===== src/rtl/ps2_rx_frame.sv =====
// ps2_rx_frame
// Receive front end for the PS/2 keyboard path. Synchronises the raw PS/2
// clock/data lines, removes short glitches from the clock, deserialises
// 11-bit frames (start, 8 data LSB first, odd parity, stop) and folds the
// 0xE0 / 0xF0 prefixes into flags so that exactly one key event is produced
// per keystroke.
//
// Ports
//   clk        system clock
//   reset      asynchronous active-low reset
//   rx_enable  1 = receive, 0 = abort any frame in progress and ignore the line
//   keyb_clk   raw PS/2 clock (asynchronous)
//   keyb_data  raw PS/2 data  (asynchronous)
//   raw_byte   last correctly framed byte, prefixes included
//   raw_valid  1-cycle pulse per correctly framed byte
//   key_code   scan code of the last key event
//   key_break  last key event was a release (F0 prefix seen)
//   key_ext    last key event was extended (E0 prefix seen)
//   key_valid  1-cycle pulse, key_code/key_break/key_ext updated
//   err        1-cycle pulse on a frame error
//   err_type   01 parity, 10 stop bit, 11 timeout; holds last value
//
// state    | meaning
// ---------+---------------------------------------------
// S_IDLE   | waiting for a start bit (0) on a sample strobe
// S_DATA   | shifting in the 8 data bits, LSB first
// S_PARITY | capturing the parity bit, latching parity check
// S_STOP   | capturing the stop bit, issuing the frame result

module ps2_rx_frame #(
    parameter int FILTER_LEN     = 4,
    parameter int TIMEOUT_CYCLES = 200000
) (
    input  logic       clk,
    input  logic       reset,
    input  logic       rx_enable,
    input  logic       keyb_clk,
    input  logic       keyb_data,
    output logic [7:0] raw_byte,
    output logic       raw_valid,
    output logic [7:0] key_code,
    output logic       key_break,
    output logic       key_ext,
    output logic       key_valid,
    output logic       err,
    output logic [1:0] err_type
);

    localparam int TO_W = $clog2(TIMEOUT_CYCLES + 1);

    localparam logic [1:0] S_IDLE   = 2'd0;
    localparam logic [1:0] S_DATA   = 2'd1;
    localparam logic [1:0] S_PARITY = 2'd2;
    localparam logic [1:0] S_STOP   = 2'd3;

    localparam logic [1:0] ERR_PARITY  = 2'b01;
    localparam logic [1:0] ERR_STOP    = 2'b10;
    localparam logic [1:0] ERR_TIMEOUT = 2'b11;

    // synchroniser and clock filter
    logic       clk_s1, clk_s2;
    logic       dat_s1, dat_s2;
    logic       filt_clk, filt_clk_d;
    logic [3:0] filt_cnt;
    logic       strobe;

    always_ff @(posedge clk or negedge reset) begin
        if (!reset) begin
            clk_s1     <= 1'b1;
            clk_s2     <= 1'b1;
            dat_s1     <= 1'b1;
            dat_s2     <= 1'b1;
            filt_clk   <= 1'b1;
            filt_clk_d <= 1'b1;
            filt_cnt   <= 4'd0;
        end else begin
            clk_s1     <= keyb_clk;
            clk_s2     <= clk_s1;
            dat_s1     <= keyb_data;
            dat_s2     <= dat_s1;
            filt_clk_d <= filt_clk;
            if (clk_s2 == filt_clk) begin
                filt_cnt <= 4'd0;
            end else if (filt_cnt == 4'(FILTER_LEN - 1)) begin
                // FILTER_LEN-th consecutive differing sample: accept new level
                filt_clk <= clk_s2;
                filt_cnt <= 4'd0;
            end else begin
                filt_cnt <= filt_cnt + 4'd1;
            end
        end
    end

    // one-cycle pulse on the filtered falling edge
    assign strobe = filt_clk_d & ~filt_clk;

    // frame FSM
    logic [1:0]      state;
    logic [2:0]      bit_cnt;
    logic [7:0]      shift;
    logic            parity_ok;
    logic            pend_break;
    logic            pend_ext;
    logic [TO_W-1:0] to_cnt;

    always_ff @(posedge clk or negedge reset) begin
        if (!reset) begin
            state      <= S_IDLE;
            bit_cnt    <= 3'd0;
            shift      <= 8'd0;
            parity_ok  <= 1'b0;
            pend_break <= 1'b0;
            pend_ext   <= 1'b0;
            to_cnt     <= '0;
            raw_byte   <= 8'd0;
            raw_valid  <= 1'b0;
            key_code   <= 8'd0;
            key_break  <= 1'b0;
            key_ext    <= 1'b0;
            key_valid  <= 1'b0;
            err        <= 1'b0;
            err_type   <= 2'b00;
        end else begin
            raw_valid <= 1'b0;
            key_valid <= 1'b0;
            err       <= 1'b0;

            if (!rx_enable) begin
                // silent abort; a strobe in this cycle is dropped as well
                state      <= S_IDLE;
                bit_cnt    <= 3'd0;
                to_cnt     <= '0;
                pend_break <= 1'b0;
                pend_ext   <= 1'b0;
            end else if (strobe) begin
                to_cnt <= '0;
                case (state)
                    S_IDLE: begin
                        if (!dat_s2) begin
                            state   <= S_DATA;
                            bit_cnt <= 3'd0;
                        end
                    end
                    S_DATA: begin
                        shift   <= {dat_s2, shift[7:1]};
                        bit_cnt <= bit_cnt + 3'd1;
                        if (bit_cnt == 3'd7) begin
                            state <= S_PARITY;
                        end
                    end
                    S_PARITY: begin
                        // odd parity: data plus parity bit must XOR to 1
                        parity_ok <= ^{shift, dat_s2};
                        state     <= S_STOP;
                    end
                    default: begin
                        state <= S_IDLE;
                        if (!parity_ok) begin
                            err        <= 1'b1;
                            err_type   <= ERR_PARITY;
                            pend_break <= 1'b0;
                            pend_ext   <= 1'b0;
                        end else if (!dat_s2) begin
                            err        <= 1'b1;
                            err_type   <= ERR_STOP;
                            pend_break <= 1'b0;
                            pend_ext   <= 1'b0;
                        end else begin
                            raw_valid <= 1'b1;
                            raw_byte  <= shift;
                            if (shift == 8'hF0) begin
                                pend_break <= 1'b1;
                            end else if (shift == 8'hE0) begin
                                pend_ext <= 1'b1;
                            end else begin
                                key_valid  <= 1'b1;
                                key_code   <= shift;
                                key_break  <= pend_break;
                                key_ext    <= pend_ext;
                                pend_break <= 1'b0;
                                pend_ext   <= 1'b0;
                            end
                        end
                    end
                endcase
            end else if (state == S_IDLE) begin
                to_cnt <= '0;
            end else if (to_cnt == TO_W'(TIMEOUT_CYCLES)) begin
                // device stopped clocking mid-frame
                state      <= S_IDLE;
                bit_cnt    <= 3'd0;
                to_cnt     <= '0;
                err        <= 1'b1;
                err_type   <= ERR_TIMEOUT;
                pend_break <= 1'b0;
                pend_ext   <= 1'b0;
            end else begin
                to_cnt <= to_cnt + TO_W'(1);
            end
        end
    end

endmodule


===== config.mk =====
export PLATFORM = sky130hd
export DESIGN_NAME = ps2_rx_frame
export DESIGN_NICKNAME = d
export VERILOG_FILES = /design/src/rtl/ps2_rx_frame.sv
export SDC_FILE = /design/constraint.sdc
export NUM_CORES = 1
export LEC_CHECK = 0
export ABC_AREA = 1
export CORE_AREA = 2 2 89 91
export DETAILED_ROUTE_END_ITERATION = 6
export DIE_AREA = 0 0 91 93
export GPL_ROUTABILITY_DRIVEN = 0
export PLACE_DENSITY = 0.72
export SLEW_MARGIN = 30
export SYNTH_ARGS = -nofsm -noshare
export SYNTH_HDL_FRONTEND = slang
export SYNTH_SLANG_ARGS = --single-unit
export TNS_END_PERCENT = 10

===== constraint.sdc =====
create_clock -name clk -period 1.86 [get_ports clk]
set_clock_uncertainty 0.15 [all_clocks]
set_input_delay 0.372 -clock clk [delete_from_list [all_inputs] [get_ports clk]]
set_output_delay 0.372 -clock clk [all_outputs]
set_load 0.1 [all_outputs]

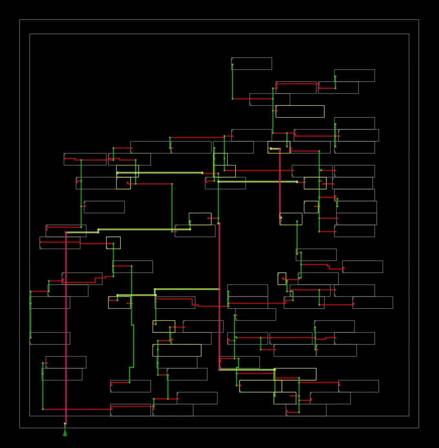
Run 1: clock nets
# clock sinks: 67
Seq Cell Count: 67

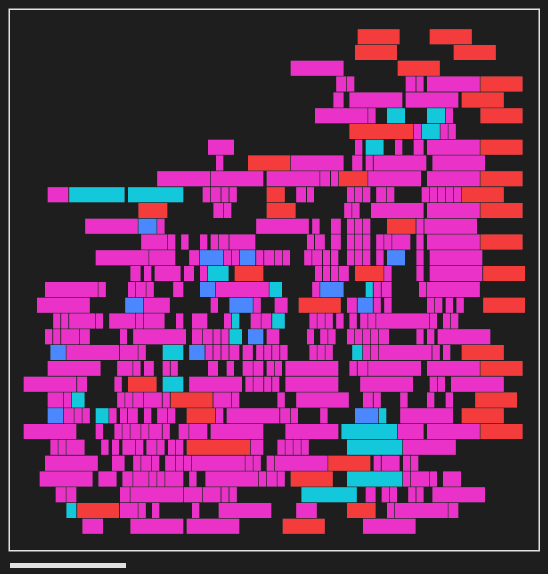
Run 1: cells by drive strength
The bar under the picture is 20 um long.
color	size	cells
magenta	_0 and _1 cells	356
cyan	_2 cells	23
red	_6 and larger	39
blue	_3 and _4 cells	14

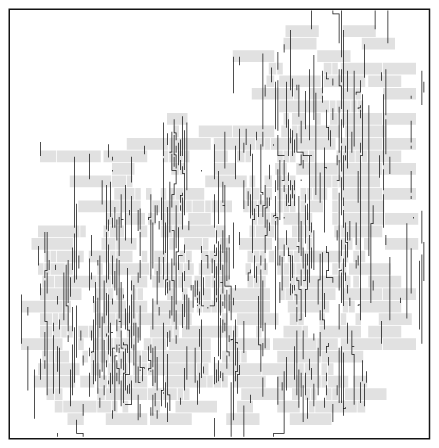
Run 1: signal wires on met2
longest straight run	35.7 um
nets with wire on the layer	336
main direction	vertical
share of all routed wire	49%

## run 1: power by group through the flow
stage          clock, W  combinational [W]  sequential [W]
2_1_floorplan         0           0.000835         0.00203
3_3_place_gp          0            0.00135         0.00191
3_5_place_dp          0            0.00140         0.00192
4_1_cts         0.00138            0.00141         0.00190
5_1_grt         0.00146            0.00158         0.00194
6_report        0.00135            0.00140         0.00190
## run 1: registers in the layout (all words and copies together), names as in the netlist, 2 cells and up
name	flops
shift	8
err_type	2
state	2
to_cnt	18
raw_byte	8
filt_cnt	4
bit_cnt	3
key_code	8
## run 1: logic make-up after synthesis
group,count (synthesis),share of synthesized area (%)
and+or+nand+nor,209,27.7
DFF,67,52.4
buffers and inverters,45,5.84
AOI/OAI and AO/OA,37,6.46
xor gates and xnor gates,15,4.09
adders and majority gates,9,3.50
==> run_results.csv, run 1 <==
group,metric,value,unit
route,drtIter0Drc,131,
logic_synthesis,top_cells_by_area,"dfrtp_1 (47%), nand2_1 (13%), nor2_1 (5.7%)",
route,postRouteAntennaNets,0,
clock_tree,clkTransAtPathRegs,70,ps
route,wl_met1,2.83,mm
timing,fmax,580,MHz
floorplanning,coreArea,7530,um2
pwr,p_seq_share,40.8,%
layout,seqCellArea,1680,um2
logic_synthesis,synth-seq-cells,67,
critical_path,cp-endpoint,"to_cnt[16]",
critical_path,rr_worst_depth,7,
logic_synthesis,synthTopCellsByCount,"nand2_1 (115), dfrtp_1 (61), nor2_1 (49), inv_1 (37), o21ai_0 (24)",
timing,slew_headroom,74.9,%
logic_synthesis,ff_type,"dfrtp_1",
pwr,leakage,1.98,nW
critical_path,path_depth,7,
hold_path,hp-start,"dat_s1",
route,routed.top_layer,"met4",
grt,grt_util_met1,19.5,%
critical_path,cp-startpoint,"to_cnt[0]",
floorplanning,die-area,8460,um2
critical_path,slowest_delay,400,ps
critical_path,cp.required,1940,ps
hold_path,holdCritPathClass,"reg2reg",
critical_path,worstPathCellList,"ha_1 -> nand3_1 -> nor2_2 -> nand2_1 -> nor3_2 -> xnor2_1 -> nor2_1",
floorplanning,tapCellCount,102,
run,warnings,30,
logic_synthesis,yosysSeqAreaShare,52.4,%
floorplanning,rows,32,
grt,overflow,0,
layout,buffers,39,
critical_path,crit_path_start_kind,"flip-flop",
clock_tree,insertion_delay,350,ps
placement,port_buffers,27,
layout,most-common-layout-cells,"nand2_1 (115), dfrtp_1 (61), nor2_1 (48)",
logic_synthesis,yosys.cell_types.count,27,
grt,grt_max_degree,68,
status,status,"complete, no violations",
route,wire_per_inst,11.6,um
pwr,power.density,1110,nW/um2
critical_path,slowest_stage,"dfrtp_1",
timing,finalCriticalPeriod,1720,ps
timing,rsz0062_at_grt,"no",
logic_synthesis,top_area_share,47.5,%
Run 1, wiring by layer:
Two of the layers only.
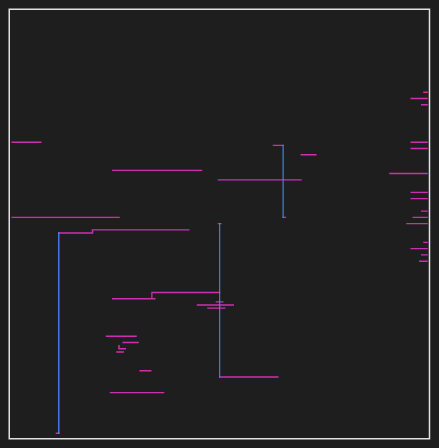

## Run 2: what changed since run 1
--- a/config.mk
+++ b/config.mk
@@ -11,6 +11,7 @@
 export DIE_AREA = 0 0 91 93
 export GPL_ROUTABILITY_DRIVEN = 0
 export PLACE_DENSITY = 0.72
+export RECOVER_POWER = 50
 export SLEW_MARGIN = 30
 export SYNTH_ARGS = -nofsm -noshare
 export SYNTH_HDL_FRONTEND = slang
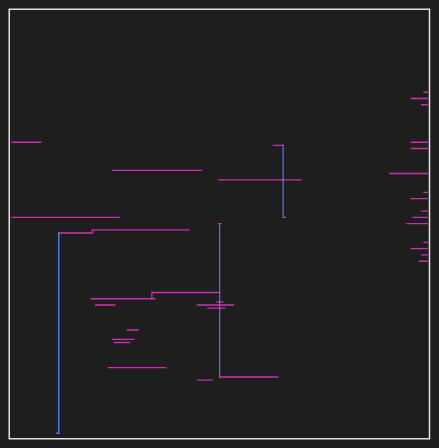
Run 2: wiring by layer
Two of the layers only.
color	layer	wire length
blue	metal 4	92.5 um
magenta	metal 3	223 um

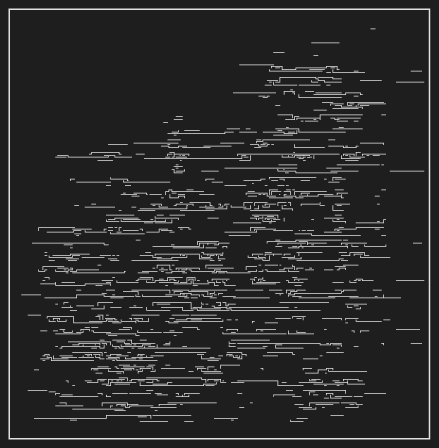
Run 2: metal 1
share of all routed wire	45%
longest straight run	22.1 um

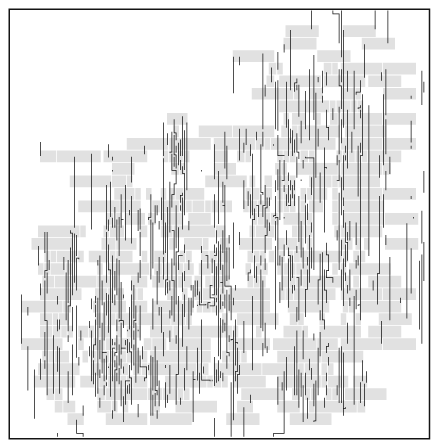
Run 2: signal wires on met2
wire length on this layer	3060 um
share of all routed wire	50%
main direction	vertical

==> run 2 against run 1 <==
Register-to-register slack barely moved. Critical endpoint is now key_code[7]. Sequential share of layout area rose by 0.27 points. Via count fell by 0.20%. Worst setup slack improved by 9.0 ps. Non-clock buffer count unchanged. Sequential cell count unchanged. Critical path depth up 3. Area after synthesis unchanged. Die size did not move. Largest cell class unchanged. Combinational power hardly changed. Maximum frequency increased by 0.53%.
==> run_results.csv, run 2 <==
group,metric,value,unit
hold_path,hp-start,"dat_s1",
logic_synthesis,ff_type,"dfrtp_1",
floorplanning,die-area,8460,um2
critical_path,slowest_stage,"dfstp_2",
logic_synthesis,yosysSeqAreaShare,52.4,%
timing,rsz0062_at_grt,"no",
route,postRouteAntennaNets,0,
logic_synthesis,yosys.cell_types.count,27,
grt,grt_util_met1,19.5,%
timing,period_used_share,92.2,%
pwr,pg_comb,0.00140,W
route,dr_wl_met2,3.06,mm
grt,busiest_layer,"met2",
run,warnings,30,
layout,buffers,39,
pwr,power.density,1120,nW/um2
pwr,pwr-share-comb,30.1,%
grt,grt_max_degree,68,
layout,largest_reg_flops,18,
status,status,"complete, no violations",
layout,top_register,"to_cnt",
timing,fmax,583,MHz
critical_path,cp-startpoint,"filt_clk",
grt,grt_first_pass_wirelength,10.7,mm
critical_path,crit_path_start_kind,"flip-flop",
timing,finalCriticalPeriod,1710,ps
pwr,p_clk_share,29.0,%
route,wl_met1,2.80,mm
layout,clkbuf_count,9,
layout,fillers,654,
clock_tree,clock-sinks,67,
timing,worst_slack,146,ps
floorplanning,rows,32,
floorplanning,tapCellCount,102,
pwr,p_sw,0.00172,W
logic_synthesis,synthTopCellsByCount,"nand2_1 (115), dfrtp_1 (61), nor2_1 (49), inv_1 (37), o21ai_0 (24)",
route,drtIter0Drc,136,
pwr,pg_seq,0.00190,W
pwr,clk-power,0.00135,W
logic_synthesis,synth-seq-cells,67,
route,routed.top_layer,"met4",
pwr,leakage,1.97,nW
route,wire_per_inst,11.6,um
grt,use_met2,26.7,%
critical_path,path_depth,10,
pwr,p_seq_share,40.8,%
clock_tree,clkTransAtPathRegs,80,ps
timing,slew_headroom,41.0,%
critical_path,worstPathCellList,"inv_2 -> nand2_4 -> inv_2 -> nand2_2 -> nor2_4 -> nand2_2 -> nor2_4 -> inv_2 -> nand2_1 -> o21ai_2",
logic_synthesis,top_area_share,47.5,%
layout,flops,67,
pwr,maxPowerGroup,"sequential cells",
layout,seqCellArea,1680,um2
clock_tree,insertion_delay,350,ps
hold_path,holdCritPathClass,"reg2reg",
critical_path,slowest_delay,560,ps
floorplanning,coreArea,7530,um2
layout,most-common-layout-cells,"nand2_1 (115), dfrtp_1 (61), nor2_1 (48)",
critical_path,cp.required,1980,ps
critical_path,cp-endpoint,"key_code[7]",
critical_path,rr_worst_depth,10,
==> run 2: netlist changes by cell type in the layout (fill, tap and decap cells not counted), sizes merged <==
cell           delta
buf               -2
clkbuf            +2
clkdlybuf4s50     -2
dlygate4sd3       +2
==> run 2: what timing repair did <==
action,in CTS,in global routing
hold buffers,1,0
endpoints found under the hold margin,61,0
gates resized,0,4
endpoints found under the setup margin,0,8
==> run 2: cell families (layout without fill, tap and decap cells) <==
logic type / Yosys count / count (layout) / synth area share [%]
flip-flops: 67 / 67 / 52.4
AND/OR/NAND/NOR: 209 / 209 / 27.7
AND-OR/OR-AND: 37 / 37 / 6.46
adder cells (fa/ha/maj): 9 / 9 / 3.50
buffers and inverters: 45 / 95 / 5.84
XOR/XNOR: 15 / 15 / 4.09
Run 2, clock nets:
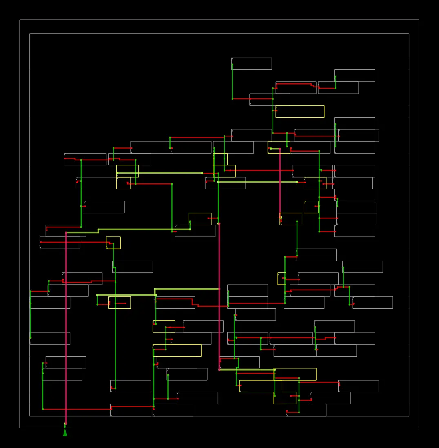

## Run 3: what changed since run 2
--- a/config.mk
+++ b/config.mk
@@ -10,6 +10,7 @@
 export DETAILED_ROUTE_END_ITERATION = 6
 export DIE_AREA = 0 0 91 93
 export GPL_ROUTABILITY_DRIVEN = 0
+export MAX_ROUTING_LAYER = met4
 export PLACE_DENSITY = 0.72
 export RECOVER_POWER = 50
 export SLEW_MARGIN = 30
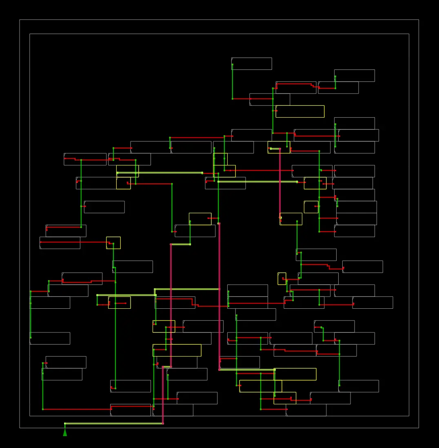
Run 3: clock nets
clk pwr: 0.00135 W
clk latency late pin: 350 ps
total CTS buffers: 9
final-layout clock buffer total: 9

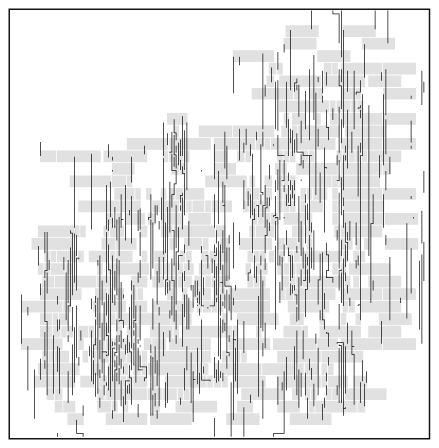
Run 3: signal wires on met2
longest straight run	35.7 um
nets with wire on the layer	337
main direction	vertical

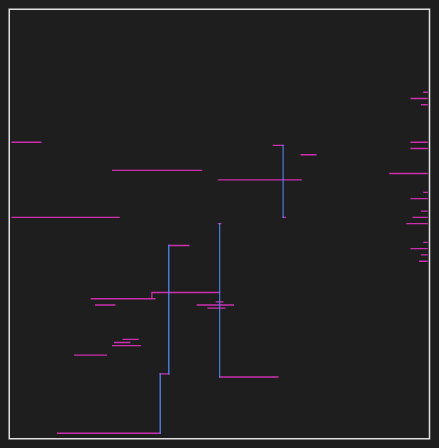
Run 3: wiring by layer
Two of the layers only.
color	layer	wire length
blue	metal 4	89.8 um
magenta	metal 3	219 um

==> run 3 against run 2 <==
Final cell count did not move. Highest routed layer unchanged. Hold slack barely moved. Worst setup slack got worse by 9.6 ps. Synthesized cell count did not move. Design area did not move. Sequential power barely moved. Combinational power barely moved. Largest power group unchanged. Register-to-register slack barely moved. Sequential cell count did not move.
==> run_results.csv, run 3 <==
group,metric,value,unit
pwr,maxPowerGroup,"sequential cells",
grt,grt_max_degree,68,
grt,overflow,0,
clock_tree,cts.repair.resized,0,
clock_tree,clock-sinks,67,
pwr,internal_power,0.00293,W
route,postRouteAntennaNets,0,
logic_synthesis,top_area_share,47.5,%
timing,slew_headroom,41.2,%
clock_tree,clockBufferDepth,2,
pwr,p_clk_share,29.1,%
hold_path,holdCritPathClass,"reg2reg",
logic_synthesis,ys_cells,382,
logic_synthesis,fa_ha_area_share,3.50,%
pwr,pg_comb,0.00140,W
floorplanning,rows,32,
critical_path,endpoint_kind,"flip-flop",
clock_tree,clkTransAtPathRegs,80,ps
pwr,p_seq_share,40.8,%
floorplanning,die_y,93,um
pwr,leakage,1.97,nW
status,status,"complete, no violations",
logic_synthesis,ys_top_logic_family,"simple AND/OR/NAND/NOR gates",
layout,logic_area,1350,um2
grt,grt_first_pass_wirelength,10.7,mm
timing,period_used_share,92.7,%
route,wire_per_inst,11.6,um
timing,finalCriticalPeriod,1720,ps
pwr,p_sw,0.00172,W
hold_path,hp-start,"dat_s1",
critical_path,crit_fanout,5,
route,drtIter0Drc,135,
critical_path,path_depth,7,
placement,port_buffers,27,
critical_path,slowest_stage,"dfrtp_1",
grt,antenna_found_initial,0,
critical_path,arrival,1860,ps
logic_synthesis,aoi_share,6.46,%
placement,dp_slack,-107,ps
timing,worst_slack,136,ps
run,warnings,30,
logic_synthesis,synth-seq-cells,67,
floorplanning,coreArea,7530,um2
logic_synthesis,synthTopCellsByCount,"nand2_1 (115), dfrtp_1 (61), nor2_1 (49), inv_1 (37), o21ai_0 (24)",
logic_synthesis,ys_sh_xor,4.09,%
logic_synthesis,top_cells_by_area,"dfrtp_1 (47%), nand2_1 (13%), nor2_1 (5.7%)",
critical_path,slowest_delay,390,ps
logic_synthesis,synthCells,382,
timing,fmax,580,MHz
clock_tree,h-tree-depth,3,
critical_path,crit_path_start_kind,"flip-flop",
layout,largest_reg_flops,18,
critical_path,reg2reg_slack,140,ps
critical_path,rr_worst_depth,7,
clock_tree,hold_buffers,1,
logic_synthesis,yosysSeqAreaShare,52.4,%
critical_path,cp-startpoint,"to_cnt[0]",
timing,slew_violations,0,
critical_path,cp.required,1990,ps
layout,top_register,"to_cnt",
timing,rsz0062_at_grt,"no",
logic_synthesis,mux_share,0,%
floorplanning,die-area,8460,um2
logic_synthesis,ff_type,"dfrtp_1",
layout,most-common-layout-cells,"nand2_1 (115), dfrtp_1 (61), nor2_1 (48)",
layout,seqCellArea,1680,um2
logic_synthesis,yosys.cell_types.count,27,
pwr,power.density,1120,nW/um2
pwr,pg_seq,0.00190,W
layout,fillers,654,
logic_synthesis,simple_gate_area_share,27.7,%
logic_synthesis,ys_async_sr_fraction,100,%
critical_path,worstPathCellList,"ha_1 -> nand3_1 -> nor2_2 -> nand2_1 -> o21ai_0 -> o31ai_1 -> nor2_1",
pwr,pwr-share-comb,30.1,%
critical_path,cp-endpoint,"to_cnt[12]",
run 3: area by class of cell:
class	count	area share [%]
inverter	40	3.62
timing repair buffer	39	14.7
multi-input combinational	270	32.6
tap	102	3.08
sequential	67	40.6
clock buffer	9	2.99
clock inverter	7	2.41
run 3: layer usage:
layer	GRT usage, %	share of wire [%]
met1	19.6	45
met2	26.7	50
met3	4.67	3.5
met4	5.68	1.4
met5	-	0
run 3: metrics by stage:
stage	power [W]	hold WS, ps	std cells	cell area, um2
after detailed placement	0.00333	197	517	3930
after global routing	0.00498	211	534	4150
after CTS	0.00469	208	534	4170
after global placement	0.00327	198	517	3930
after floorplan	0.00287	-73.6	382	3210
final	0.00464	208	534	4150
Power is estimated from default activity; no workload was simulated.
